run_1/closeup.png
Window x 76 to 96, y 76 to 96 um. Cells in gray, sequential cells in the stronger gray; small squares are vias.
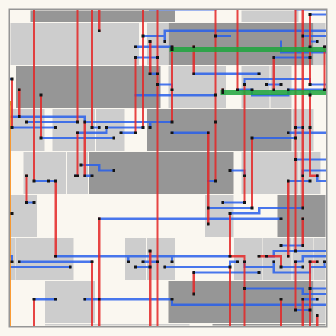
run_1/sizing.png
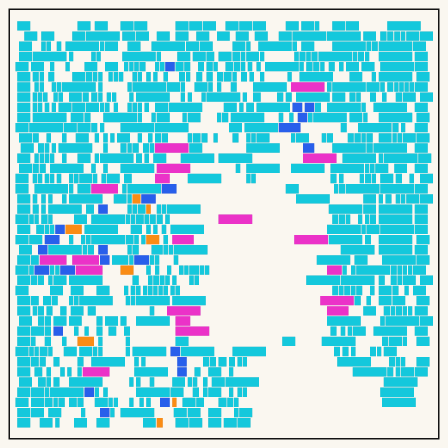
run_1/pinout.png
Bar = 20 um. Pins as bars across the die edge, other pins in gray.
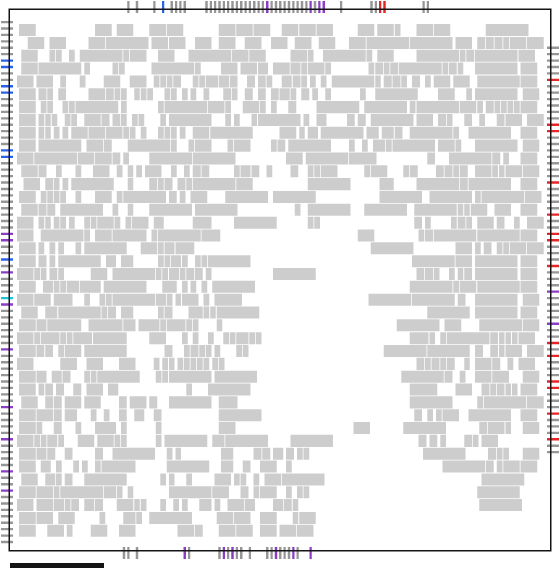
run_1/util_map.png
The die is cut into 11 by 11 equal tiles; white is low, dark blue is high, 0 to 100% covered.
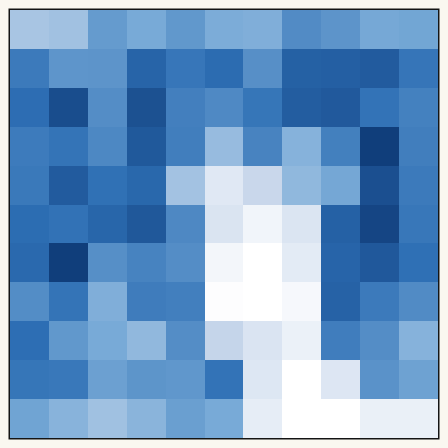
$ cat src/rtl/dram_pkg.sv
// rtl/dram_pkg.sv - owner encoding and address width shared by the DRAM path blocks
package dram_pkg;

  localparam int DRAM_ADDR_W = 21;

  typedef enum logic [1:0] {
    OWN_IDLE = 2'd0,
    OWN_VID  = 2'd1,
    OWN_CPU  = 2'd2,
    OWN_DMA  = 2'd3
  } owner_e;

  localparam logic [1:0] BSEL_WORD = 2'b11;
  localparam logic [1:0] BSEL_HI   = 2'b10;
  localparam logic [1:0] BSEL_LO   = 2'b01;

endpackage

$ cat src/rtl/starve_ctr.sv
// rtl/starve_ctr.sv - counts consecutive DMA decisions lost; saturates and flags starvation
module starve_ctr #(
  parameter int STARVE_MAX = 15
) (
  input  logic clk,
  input  logic rst,
  input  logic step,
  input  logic req,
  input  logic grant,
  output logic starved
);

  logic [7:0] cnt_q, cnt_d;

  always_comb begin
    cnt_d = cnt_q;
    if (step) begin
      if (!req || grant) begin
        cnt_d = '0;
      end else if (cnt_q != 8'(STARVE_MAX)) begin
        cnt_d = cnt_q + 8'd1;
      end
    end
  end

  always_ff @(posedge clk or posedge rst) begin
    if (rst) begin
      cnt_q <= '0;
    end else begin
      cnt_q <= cnt_d;
    end
  end

  assign starved = (cnt_q == 8'(STARVE_MAX));

endmodule

$ cat src/rtl/dram_slot_sched.sv
// rtl/dram_slot_sched.sv - per-cbeg ownership of the DRAM channel among video, CPU and DMA
module dram_slot_sched
  import dram_pkg::*;
#(
  parameter int ADDR_W     = DRAM_ADDR_W,
  parameter int STARVE_MAX = 15
) (
  input  logic              fclk,
  input  logic              rst,
  input  logic              cbeg,
  output logic              dram_req,
  output logic              dram_rnw,
  output logic [ADDR_W-1:0] dram_addr,
  output logic [1:0]        dram_bsel,
  output logic [15:0]       dram_wrdata,
  input  logic              dram_rrdy,
  input  logic [15:0]       dram_rddata,
  input  logic              vid_req,
  input  logic [ADDR_W-1:0] vid_addr,
  output logic              vid_ack,
  output logic              vid_strobe,
  output logic [15:0]       vid_data,
  input  logic              cpu_req,
  input  logic              cpu_rnw,
  input  logic [ADDR_W-1:0] cpu_addr,
  input  logic              cpu_wrbsel,
  input  logic [7:0]        cpu_wrdata,
  output logic              cpu_ack,
  output logic              cpu_strobe,
  output logic [15:0]       cpu_rddata,
  input  logic              dma_req,
  input  logic              dma_rnw,
  input  logic [ADDR_W-1:0] dma_addr,
  input  logic [15:0]       dma_wrdata,
  output logic              dma_ack,
  output logic              dma_strobe,
  output logic [15:0]       dma_rddata,
  output logic [1:0]        owner
);

  owner_e            win;
  logic              starved;
  logic              grant_en;

  owner_e            owner_q, owner_d;
  logic              cmd_req_q, cmd_req_d;
  logic              cmd_rnw_q, cmd_rnw_d;
  logic [ADDR_W-1:0] cmd_addr_q, cmd_addr_d;
  logic [1:0]        cmd_bsel_q, cmd_bsel_d;
  logic [15:0]       cmd_wrdata_q, cmd_wrdata_d;
  owner_e            exec_owner_q, exec_owner_d;
  logic              exec_rnw_q, exec_rnw_d;

  logic              vid_stb_q, vid_stb_d, cpu_stb_q, cpu_stb_d, dma_stb_q, dma_stb_d;
  logic [15:0]       vid_data_q, vid_data_d, cpu_data_q, cpu_data_d, dma_data_q, dma_data_d;

  starve_ctr #(.STARVE_MAX(STARVE_MAX)) u_starve (
    .clk     (fclk),
    .rst     (rst),
    .step    (cbeg),
    .req     (dma_req),
    .grant   (win == OWN_DMA),
    .starved (starved)
  );

  always_comb begin
    win = OWN_IDLE;
    if (vid_req)                  win = OWN_VID;
    else if (dma_req && starved)  win = OWN_DMA;
    else if (cpu_req)             win = OWN_CPU;
    else if (dma_req)             win = OWN_DMA;
  end

  // Acks are combinational so the requester sees them in the cbeg cycle itself.
  assign grant_en = cbeg && !rst;
  assign vid_ack  = grant_en && (win == OWN_VID);
  assign cpu_ack  = grant_en && (win == OWN_CPU);
  assign dma_ack  = grant_en && (win == OWN_DMA);

  always_comb begin
    owner_d      = owner_q;
    cmd_req_d    = cmd_req_q;
    cmd_rnw_d    = cmd_rnw_q;
    cmd_addr_d   = cmd_addr_q;
    cmd_bsel_d   = cmd_bsel_q;
    cmd_wrdata_d = cmd_wrdata_q;
    exec_owner_d = exec_owner_q;
    exec_rnw_d   = exec_rnw_q;
    if (cbeg) begin
      exec_owner_d = cmd_req_q ? owner_q : OWN_IDLE;
      exec_rnw_d   = cmd_req_q && cmd_rnw_q;
      owner_d      = win;
      cmd_req_d    = (win != OWN_IDLE);
      cmd_rnw_d    = 1'b0;
      cmd_addr_d   = '0;
      cmd_bsel_d   = 2'b00;
      cmd_wrdata_d = '0;
      case (win)
        OWN_VID: begin
          cmd_rnw_d  = 1'b1;
          cmd_addr_d = vid_addr;
          cmd_bsel_d = BSEL_WORD;
        end
        OWN_CPU: begin
          cmd_rnw_d    = cpu_rnw;
          cmd_addr_d   = cpu_addr;
          cmd_bsel_d   = cpu_rnw ? BSEL_WORD : (cpu_wrbsel ? BSEL_HI : BSEL_LO);
          cmd_wrdata_d = {cpu_wrdata, cpu_wrdata};
        end
        OWN_DMA: begin
          cmd_rnw_d    = dma_rnw;
          cmd_addr_d   = dma_addr;
          cmd_bsel_d   = BSEL_WORD;
          cmd_wrdata_d = dma_wrdata;
        end
        default: ;
      endcase
    end
  end

  // exec_* holds pre-update values here, so an rrdy coincident with cbeg goes to the old cycle.
  always_comb begin
    vid_stb_d  = 1'b0;
    cpu_stb_d  = 1'b0;
    dma_stb_d  = 1'b0;
    vid_data_d = vid_data_q;
    cpu_data_d = cpu_data_q;
    dma_data_d = dma_data_q;
    if (dram_rrdy && exec_rnw_q) begin
      case (exec_owner_q)
        OWN_VID: begin vid_stb_d = 1'b1; vid_data_d = dram_rddata; end
        OWN_CPU: begin cpu_stb_d = 1'b1; cpu_data_d = dram_rddata; end
        OWN_DMA: begin dma_stb_d = 1'b1; dma_data_d = dram_rddata; end
        default: ;
      endcase
    end
  end

  always_ff @(posedge fclk or posedge rst) begin
    if (rst) begin
      owner_q      <= OWN_IDLE;
      cmd_req_q    <= 1'b0;
      cmd_rnw_q    <= 1'b0;
      cmd_addr_q   <= '0;
      cmd_bsel_q   <= 2'b00;
      cmd_wrdata_q <= '0;
      exec_owner_q <= OWN_IDLE;
      exec_rnw_q   <= 1'b0;
      vid_stb_q    <= 1'b0;
      cpu_stb_q    <= 1'b0;
      dma_stb_q    <= 1'b0;
      vid_data_q   <= '0;
      cpu_data_q   <= '0;
      dma_data_q   <= '0;
    end else begin
      owner_q      <= owner_d;
      cmd_req_q    <= cmd_req_d;
      cmd_rnw_q    <= cmd_rnw_d;
      cmd_addr_q   <= cmd_addr_d;
      cmd_bsel_q   <= cmd_bsel_d;
      cmd_wrdata_q <= cmd_wrdata_d;
      exec_owner_q <= exec_owner_d;
      exec_rnw_q   <= exec_rnw_d;
      vid_stb_q    <= vid_stb_d;
      cpu_stb_q    <= cpu_stb_d;
      dma_stb_q    <= dma_stb_d;
      vid_data_q   <= vid_data_d;
      cpu_data_q   <= cpu_data_d;
      dma_data_q   <= dma_data_d;
    end
  end

  assign owner       = owner_q;
  assign dram_req    = cmd_req_q;
  assign dram_rnw    = cmd_rnw_q;
  assign dram_addr   = cmd_addr_q;
  assign dram_bsel   = cmd_bsel_q;
  assign dram_wrdata = cmd_wrdata_q;
  assign vid_strobe  = vid_stb_q;
  assign cpu_strobe  = cpu_stb_q;
  assign dma_strobe  = dma_stb_q;
  assign vid_data    = vid_data_q;
  assign cpu_rddata  = cpu_data_q;
  assign dma_rddata  = dma_data_q;

endmodule

$ cat config.mk
export PLATFORM = sky130hd
export DESIGN_NAME = dram_slot_sched
export DESIGN_NICKNAME = d
export VERILOG_FILES = /design/src/rtl/dram_pkg.sv /design/src/rtl/starve_ctr.sv /design/src/rtl/dram_slot_sched.sv
export SDC_FILE = /design/constraint.sdc
export NUM_CORES = 1
export LEC_CHECK = 0
export ABC_AREA = 1
export CAP_MARGIN = 20
export CORE_UTILIZATION = 39
export DETAILED_ROUTE_END_ITERATION = 12
export GPL_ROUTABILITY_DRIVEN = 0
export PLACE_DENSITY = 0.86
export SYNTH_ARGS = -nofsm -noshare
export SYNTH_HDL_FRONTEND = slang
export SYNTH_HIERARCHICAL = 1
export SYNTH_SLANG_ARGS = --single-unit
$ cat constraint.sdc
create_clock -name fclk -period 3.14 [get_ports fclk]
set_input_delay 0.628 -clock fclk [delete_from_list [all_inputs] [get_ports fclk]]
set_output_delay 0.628 -clock fclk [all_outputs]
set_load 0.05 [all_outputs]
==> summary.txt, run 1 <==
State of the implementation.

- The run finished with clean final reports.
- The script logs the ratio of routed vias to standard cells as 4.92.
- After layout, the minimum clock period comes to 2730 ps.
- Sorting the synthesis cell report by count puts at the top nand2_1.
- Setup repair after global routing left no endpoint under its margin.
- The count of flip-flops with a built-in enable after synthesis is 0, for reference.
- The number of hold violations in the final report is 0, for reference.
- The maximum buffer depth of the clock tree is 2, for reference.
- The tightest slew margin relative to the limit is 0.524, for reference.
- The switching power of the nets is 0.00236 W, for reference.
- The script logs the mean routed wire length per placed instance as 14.4 um.
- Per the OpenROAD floorplan log, the height of the die is 114 um.
- The post-CTS setup repair buffer count is 0, for reference.
- The kind of path behind the tightest hold check is flop to flop, for reference.
- The via count of the first global-routing pass came to 4660.
- Synthesis instantiated 29 different standard cells from the library.
- CTS built an H-tree with a depth of 3.
- The count of final setup violators is 0, for reference.
- The cell at the slowest stage of the critical path is dfrtp_1, for reference.
- The source of the worst hold timing path is cpu_rddata[10]$_DFFE_PP0P_, for reference.
- The detailed router used layers up to and including met4.
- The fraction of area in multi-input gates is 0.262, for reference.
- The sequential group share of total power is 0.342, for reference.
- Leaving out the clock tree, the finished layout contains an inverter count of 38.
- The actual slew at the worst max-slew pin is 712 ps, for reference.
- The routed via count is 4802, for reference.
- The design has 105 sequential cells.
- The worst hold path depth is 2, for reference.
- The worst setup path is launched from a flop.
- The critical path runs through a total of 8 cells.
- Data on the critical path is required at its endpoint by 2510 ps.
- The total cell area reported by yosys after synthesis is 0.00493 mm2, for reference.
- The script computed the net switching share of total power as 0.434.
- The average footprint of a synthesized cell is 8.16 um2, for reference.
- Synthesis produced a netlist whose cell count is 604.
- The delay of the slowest critical-path stage is 410 ps, for reference.
- The register with the most flip-flops in the layout has 21 of them.
- In this run, the synthesized area fraction spent on xor and xnor cells is recorded as 0.00355.
- The primary flip-flop cell chosen by synthesis mapping is dfrtp_1, for reference.
- The warning tally printed by Yosys for this design is 6.
- The area fraction of the largest cell type after synthesis is 0.533.
- The area-dominant cell class after layout is registers, for reference.
- 210 I/O pins were placed.
- The sum of overflow across all layers after global routing is 0, for reference.
- The final-layout clock-cell area share is 0.0412, for reference.
- Leaving out filler cells and counting taps, the final layout contains 976.
- After detailed routing, the number of remaining DRC violations is 0.
- Counting the buffers created by CTS gives 9.
- For reference, the clock transition at the flip-flops on the worst setup and hold paths is 80 ps.
- The worst supply voltage drop on vdd is 0.271 mV, for reference.
- The sequential cells in the finished layout cover a total of 0.00263 mm2.
- The cell-mix breakdown from Yosys lists the compound-gate area share as 0.0609.
- By area the synthesized netlist is led by dfrtp_1 53%, nand2_1 18%, nand3_1 5.9%.
- In the global route stage, met1 resource usage came out at 0.271.
- The destination of the worst register-to-register timing path is u_starve/cnt_q[5]$_DFFE_PP0P_, for reference.
- The post-synth register bit count is 105.
- The launch instance of the worst register-to-register path is u_starve/cnt_q[0]$_DFFE_PP0P_, for reference.
- The number of clock-tree buffers in the layout is 9, for reference.
- The placement-stage cell area is 0.00716 mm2, for reference.
- Along the critical path, the tally of buffer and inverter instances is 2.
- In the detailed route, the total length drawn on met3 is 1330 um.
-- closeup.png (at the start) --
red -> M2
blue -> M1
green -> M3
orange -> M4
netlist names of flops here include = `cpu_rddata` (2)
most frequent = dfrtp_1 (5), nand2_1 (4), o21ai_0 (4)
cells with their middle in the window = 26
sequential cells in the window = 5

-- sizing.png (at the start) --
magenta -> x6 and larger  # cells 19, most used clkbuf_16
blue -> x3 and x4  # cells 24, most used buf_4
cyan -> x1 and smaller  # cells 757, most used nand2_1
orange -> x2  # cells 8
non-clock buffer total of the final layout: 223
smallest setup slack after layout: 407 ps
Synth-to-Final Area Change: 51.6%
final design instance area without fill: 0.00747 mm2

-- pinout.png (at the start) --
blue -> `cpu_wrdata`  # pins 8, direction input, edge 7 left, 1 top
purple -> `dram_addr`  # pins 21, direction output, edge 9 left, 6 bottom, 4 top, 2 right
cyan -> `dma_req`  # pins 1, direction input, edge left
red -> `dram_rddata`  # pins 16, direction input, edge 14 right, 2 top

-- util_map.png (at the start) --
tiles over 75% full = 21%
fullest tile = 95%
nearly empty tiles = 5.0%
mean over tiles = 56%
placeable core area: 0.0122 mm2
FP Core Util: 0.405
Final Core Density: 0.614

==> run 1 -> run 2 <==
Settings changed: CORE_MARGIN from default to 4.
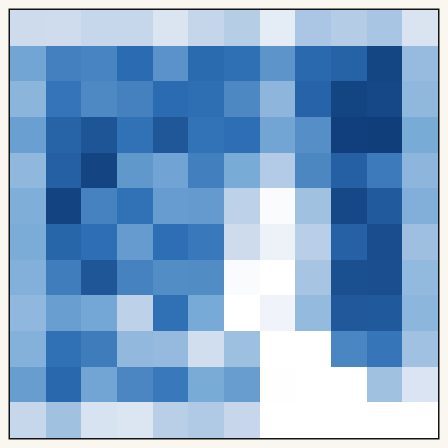
run_2/util_map.png
The die is cut into 12 by 12 equal tiles; white is low, dark blue is high, 0 to 100% covered.
mean over tiles = 50%
nearly empty tiles = 8.3%
fullest tile = 94%
tiles over 75% full = 22%

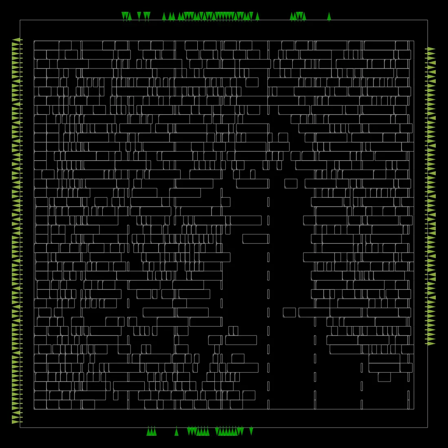
run_2/placed.png
flop count: 105
tally of non-filler cells in the final layout: 978
fraction of area in registers: 0.349
number of well taps: 168

==> run 2 against run 1 <==
Non-clock buffer count increased by 2. Fmax decreased by 4.3%. Combinational power about the same. Routed wire length increased by 5.6%. Critical path depth increased by 1. Register-to-register slack about the same.
==> summary.txt, run 2 <==
State of the implementation.

- The number of clock-tree buffers in the layout was 9 (unchanged).
- The height of the die is 120 um (+5.2%).
- The count of flip-flops with a built-in enable after synthesis is 0 (unchanged).
- The tightest slew margin relative to the limit came to 0.599 (+0.0754).
- The worst supply voltage drop on vdd was 0.283 mV (+4.5%).
- The sum of overflow across all layers after global routing was 0 (unchanged).
- The count of final setup violators is 0 (unchanged), for reference.
- The number of stages on the worst setup path is 9 (+1).
- The flow ran to the end, and the final reports show no timing, DRC or antenna violations.
- The via count of the first global-routing pass is 4682 (+0.47%).
- The most frequent cell after synthesis is nand2_1, for reference.
- The delay of the slowest critical-path stage came to 410 ps (about the same).
- STA classifies the critical path startpoint as a flop.
- The unique cell type count in the Yosys netlist came to 29 (unchanged).
- The area fraction of the dominant cell type after synthesis is 0.533 (unchanged), for reference.
- The number of buffer and inverter instances along the worst setup path came to 2 (unchanged).
- In the synthesized netlist the dominant register cell turns out to be dfrtp_1.
- The actual slew at the worst max-slew pin came to 599 ps (-113 ps).
- The count of warnings emitted by yosys is 6 (unchanged), for reference.
- The core utilization before placement came to 0.404 (-0.00166).
- The required time of the critical path is 2510 ps (about the same), for reference.
- Looking at the critical path, the single cell with the biggest stage delay is dfrtp_1.
- The uppermost metal layer occupied by signal nets is met4, for reference.
- The average footprint of a synthesized cell is 8.16 um2 (unchanged), for reference.
- The area of all sequential standard cells is 0.00263 mm2 (unchanged), for reference.
- The area fraction in compound gates is 0.0609 (unchanged), for reference.
- The switching power of the nets is 0.00234 W (-0.76%).
- The final critical delay including setup and external delays is 2850 ps (+122 ps), for reference.
- The final cell area excluding filler cells was 0.00752 mm2 (+0.70%).
- The instance tally after logic synthesis was 604 (unchanged).
- The post-layout worst setup margin came to 285 ps (-122 ps).
- The switching part of the total power is 0.420 (-0.0135), for reference.
- The met3 routed wirelength was 1490 um (+12%).
- The count of buffers not belonging to the clock network in the layout is 225 (+0.90%), for reference.
- The number of storage elements in the synthesis netlist is 105 (unchanged), for reference.
- The met1 track demand over resource is 0.258 (-0.0136), for reference.
- The source of the worst hold timing path is dram_addr[9]$_DFFE_PP0P_, for reference.
- The worst register-to-register path begins at u_starve/cnt_q[0]$_DFFE_PP0P_.
- The post-CTS setup repair buffer count is 0 (unchanged), for reference.
- Setup repair after global routing left no endpoint under its margin.
- The total number of H-tree levels is 3 (unchanged).
- The maximum buffer depth of the clock tree is 2 (unchanged), for reference.
- The worst hold path depth is 2 (unchanged), for reference.
- The number of hold violations in the final report was 0 (unchanged).
- The biggest slice of the area belongs to registers.
- The placeable core region is 0.0122 mm2 (+0.41%).
No activity file was given, so power comes from the tool's default toggle rates.
